File: src/rtl/mod_m_updown_counter.sv
// mod_m_updown_counter
//   Parametrised modulo-M up/down counter with count enable, synchronous
//   clear and load, free-running or one-shot operation, terminal-count
//   flags and a registered wrap pulse.
//
// Parameters
//   N        counter width in bits
//   M        modulus; count range 0..M-1, legal 2 <= M <= 2**N
//
// Ports
//   clk       in   1  rising-edge clock
//   reset     in   1  asynchronous active-high reset
//   syn_clr   in   1  synchronous clear to 0 (highest priority)
//   load      in   1  synchronous load of d (saturated to M-1)
//   d         in   N  load value
//   en        in   1  count enable
//   up        in   1  1 = increment, 0 = decrement
//   oneshot   in   1  0 = free-running wrap, 1 = stop at terminal count
//   q         out  N  current count
//   max_tick  out  1  q == M-1 (combinational)
//   min_tick  out  1  q == 0   (combinational)
//   wrap      out  1  one-cycle pulse the cycle after q wraps
//   done      out  1  high while halted at terminal count in one-shot mode
module mod_m_updown_counter #(
  parameter int N = 6,
  parameter int M = 15
) (
  input  logic         clk,
  input  logic         reset,
  input  logic         syn_clr,
  input  logic         load,
  input  logic [N-1:0] d,
  input  logic         en,
  input  logic         up,
  input  logic         oneshot,
  output logic [N-1:0] q,
  output logic         max_tick,
  output logic         min_tick,
  output logic         wrap,
  output logic         done
);

  // M-1 always fits in N bits (M <= 2**N); M itself may not, so the load
  // saturation compare is done one bit wider.
  localparam logic [N-1:0] MAX_VAL = N'(M - 1);
  localparam logic [N:0]   M_EXT   = (N+1)'(M);

  typedef enum logic {
    ST_RUN  = 1'b0,
    ST_HALT = 1'b1
  } state_t;

  state_t       r_state;
  state_t       w_state_next;
  logic [N-1:0] r_q;
  logic [N-1:0] w_q_next;
  logic         r_wrap;
  logic         w_wrap_next;
  logic         r_done;
  logic         w_done_next;

  logic         w_at_max;
  logic         w_at_min;
  logic         w_terminal;

  assign w_at_max   = (r_q == MAX_VAL);
  assign w_at_min   = (r_q == '0);
  // Terminal count follows the direction sampled on this edge.
  assign w_terminal = up ? w_at_max : w_at_min;

  always_ff @(posedge clk or posedge reset) begin
    if (reset) begin
      r_state <= ST_RUN;
      r_q     <= '0;
      r_wrap  <= 1'b0;
      r_done  <= 1'b0;
    end else begin
      r_state <= w_state_next;
      r_q     <= w_q_next;
      r_wrap  <= w_wrap_next;
      r_done  <= w_done_next;
    end
  end

  always_comb begin
    w_state_next = r_state;
    w_q_next     = r_q;
    w_wrap_next  = 1'b0;
    w_done_next  = r_done;

    if (syn_clr) begin
      w_q_next     = '0;
      w_done_next  = 1'b0;
      w_state_next = ST_RUN;
    end else if (load) begin
      w_q_next     = ({1'b0, d} >= M_EXT) ? MAX_VAL : d;
      w_done_next  = 1'b0;
      w_state_next = ST_RUN;
    end else begin
      case (r_state)
        ST_RUN: begin
          if (en) begin
            if (oneshot && w_terminal) begin
              w_state_next = ST_HALT;
              w_done_next  = 1'b1;
            end else if (up) begin
              // Explicit compare instead of relying on N-bit overflow,
              // so M == 2**N behaves like any other modulus.
              w_q_next    = w_at_max ? '0 : r_q + 1'b1;
              w_wrap_next = w_at_max;
            end else begin
              w_q_next    = w_at_min ? MAX_VAL : r_q - 1'b1;
              w_wrap_next = w_at_min;
            end
          end
        end
        ST_HALT: begin
          // Only leaving one-shot mode releases the halt here; en and up
          // are ignored, and counting resumes on the following edge.
          if (!oneshot) begin
            w_state_next = ST_RUN;
            w_done_next  = 1'b0;
          end
        end
        default: begin
          w_state_next = ST_RUN;
        end
      endcase
    end
  end

  assign q        = r_q;
  assign max_tick = w_at_max;
  assign min_tick = w_at_min;
  assign wrap     = r_wrap;
  assign done     = r_done;

endmodule

File: config.mk
export PLATFORM = sky130hd
export DESIGN_NAME = mod_m_updown_counter
export DESIGN_NICKNAME = d
export VERILOG_FILES = /design/src/rtl/mod_m_updown_counter.sv
export SDC_FILE = /design/constraint.sdc
export NUM_CORES = 1
export LEC_CHECK = 0
export ABC_AREA = 1
export CAP_MARGIN = 30
export CORE_MARGIN = 5
export CORE_UTILIZATION = 45
export DETAILED_ROUTE_END_ITERATION = 8
export GPL_ROUTABILITY_DRIVEN = 0
export PLACE_DENSITY = 0.72
export REMOVE_ABC_BUFFERS = 1
export SLEW_MARGIN = 20
export SYNTH_ARGS = -nofsm -noshare
export SYNTH_HDL_FRONTEND = slang
export SYNTH_SLANG_ARGS = --single-unit
File: constraint.sdc
create_clock -name clk -period 1.65 [get_ports clk]
set_input_delay 0.4125 -clock clk [delete_from_list [all_inputs] [get_ports clk]]
set_output_delay 0.4125 -clock clk [all_outputs]
set_load 0.03 [all_outputs]
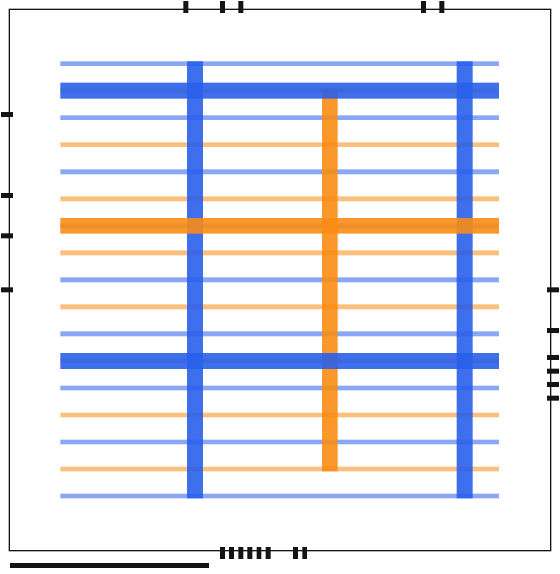
**Above:** run 1 (power grid).
Bar = 20 um. Pins as bars on the die edge.
legend:
  blue:
    net: VSS
  orange:
    net: VDD
met4 straps: 3
met1 rails: 17
signal pins: 23

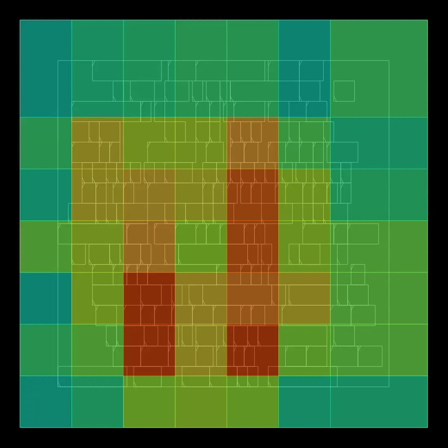
**Above:** run 1 (routing congestion).
met1 usage: 0.235
GRT Total Usage: 0.177
met3 Resource Use GR: 0.0163
gr busiest metal: met2
final core occ: 0.696

==> results.cfg, run 1 <==
; yosys + openroad results
[power_and_ir_drop]
ir_drop_uv = 499
clkPwrFrac = 0.213
combinationalPower_mw = 0.415
power_density_mw_per_mm2 = 627
p_leak_nw = 0.700
switching_share = 0.401
seq_power_share = 0.292

[yosys]
ys_sh_simple = 0.465
mux_share = 0
top_area_frac = 0.254
synthArstFlopShare = 1.00
syn_area_sq_um = 886
synth-seq-cells = 9
compound_area_frac = 0.0763
synth_adder_area_share = 0.0565
ff_type = dfrtp_1
avgSynthCellArea_sq_um = 6.56
edf_count = 0
xor_area_frac = 0.0297

[global_routing]
grt_pass1_wl_um = 3780
grt-ovfl-total = 0
grt_use_met2 = 0.297
antenna_found_initial = 0
grt_pass1_vias = 889

[setup_path]
critPathMaxFanout = 4
timing.rr.start = q[0]$_DFFE_PP0P_
start_kind = flop
critical-path-max-stage-delay_ns = 0.40
reg2regPathDepth = 12
reg2reg_slack_ns = 0.02
cp_num_buf_inv = 4
critPathLaunch = q[0]$_DFFE_PP0P_
reg2reg_to = q[2]$_DFFE_PP0P_
cp.depth = 7
cp-endpoint = max_tick
critPathMostFrequentCell = inv_2
crit_family = flip-flops
endpoint_kind = output pin
worstPathArrival_ns = 1.29
cp.required_ns = 1.24

[clocking]
cts_setup_buffers = 2
holdBufCountCts = 0
clock_path_buffers = 2
htreeDepth = 1
clockRootBuffer = clkbuf_4
path_clk_slew_ns = 0.08
cts_buffers = 3
clock_sinks = 9
clk_latency_ns = 0.27

[flow_run]
warning_count = 30

[final_layout]
ff_count = 9
dominant_cells = combinational gates
signal_buffers = 39
nets = 194
register_area_sq_um = 225
buffer_area_frac = 0.245
largest_reg_flops = 6
comb-cell-share = 0.477
final_cell_area_sq_mm = 0.00134
logic_area_sq_um = 638
clk_share = 0.0196
inverters = 23

[outcome]
status = complete, but fails checks
violations = setup timing

[place]
dp_cells = 193
dp_hpwl_um = 1830
io_buffers = 22
pre_cts_ws_ns = 0.00622

[final_timing]
period_used_share = 1.03
setup_slack_ns = -0.0523
tightest_slew_ns = 0.436
setup_tns_ns = -0.102
max_freq_mhz = 587
timing.slew.headroom = 0.709
setup_viol = 2

[routing]
met1_length_um = 1090
ant_nets = 0
vias = 1001
post_drt_wl_per_cell_um = 12.1
first_iter_violations = 18
maxUsedRoutingLayer = met4
met3_length_um = 79
drc = 0
firstDrtPassIters = 4
vias_per_cell = 4.93

[floorplan]
initCoreUtil = 0.461
die-area_sq_mm = 0.00296
num_rows = 16
fp.dieW_um = 54.4
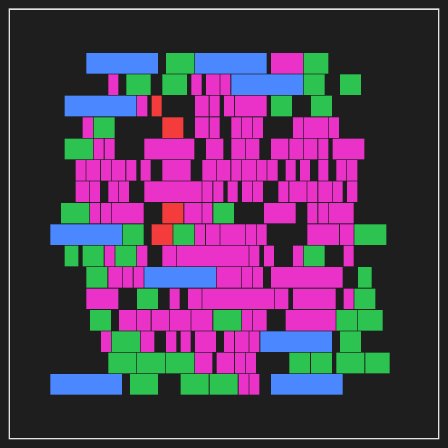
**Above:** run 1 (cell classes on the final placement).
legend:
  red:
    class: clock drivers and dummy loads
    cells: 4
    share_of_their_area: 2.0%
  magenta:
    class: combinational and other logic
    cells: 124
    share_of_their_area: 56%
  blue:
    class: sequential cells
    cells: 9
    share_of_their_area: 17%
  green:
    class: remaining buffers and delay cells
    cells: 39
    share_of_their_area: 25%
Core Region: 0.00192 sq mm
Seq/total area: 0.168

==> inputs of run 2 (changes only) <==
- CORE_MARGIN: 5 -> 2
- REMOVE_ABC_BUFFERS: 1 -> unset
==> run 2 against run 1 <==
Against the previous run:
- the run still ends with setup timing left
- die size shrank 21%
- area after synthesis did not move
- critical endpoint unchanged
- worst setup slack got worse by 0.054 ns
- routed wire length increased by 3.1%
==> results.cfg, run 2 <==
; yosys + openroad results
[routing]
vias = 1039
ant_nets = 0
met3_length_um = 90
maxUsedRoutingLayer = met4
met1_length_um = 1120
first_iter_violations = 19

[floorplan]
fp.dieW_um = 48.4
initCoreUtil = 0.466
die-area_sq_mm = 0.00234

[yosys]
syn_area_sq_um = 886
synthArstFlopShare = 1.00
avgSynthCellArea_sq_um = 6.56
synth_adder_area_share = 0.0565
compound_area_frac = 0.0763
ys_sh_simple = 0.465
mux_share = 0

[setup_path]
cp-endpoint = max_tick
critPathMostFrequentCell = inv_2
cp.depth = 7
critPathLaunch = q[0]$_DFFE_PP0P_
endpoint_kind = output pin
timing.rr.start = q[0]$_DFFE_PP0P_
reg2regPathDepth = 11
reg2reg_to = q[2]$_DFFE_PP0P_

[final_layout]
signal_buffers = 41
nets = 196
comb-cell-share = 0.473
inverters = 23
clk_share = 0.0190
dominant_cells = combinational gates

[global_routing]
grt_usage = 0.226
antenna_found_initial = 0

[clocking]
cts_setup_buffers = 7
path_clk_slew_ns = 0.07
clock_path_buffers = 2
holdBufCountCts = 0
cts_buffers = 3
clockRootBuffer = clkbuf_4
htreeDepth = 1
clk_latency_ns = 0.26

[final_timing]
period_used_share = 1.06
setup_slack_ns = -0.107
timing.slew.headroom = 0.750
max_freq_mhz = 569
setup_viol = 4
tightest_slew_ns = 0.375

[power_and_ir_drop]
ir_drop_uv = 441
combinationalPower_mw = 0.453
p_leak_nw = 0.726
power_density_mw_per_mm2 = 640
clkPwrFrac = 0.200
switching_share = 0.402

[place]
io_buffers = 22
dp_cells = 192

[outcome]
violations = setup timing
status = complete, but fails checks
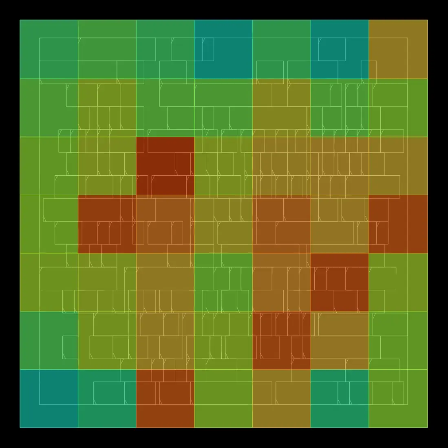
**Above:** run 2 (routing congestion).
met1 usage: 0.275
final core occ: 0.729
met3 Resource Use GR: 0.0370
met2 usage: 0.400

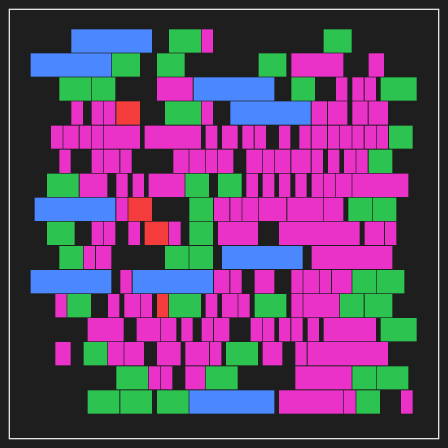
**Above:** run 2 (cell classes on the final placement).
Rows: 16
Core Region: 0.00190 sq mm
Design Area, Final: 0.00139 sq mm
Seq/total area: 0.163

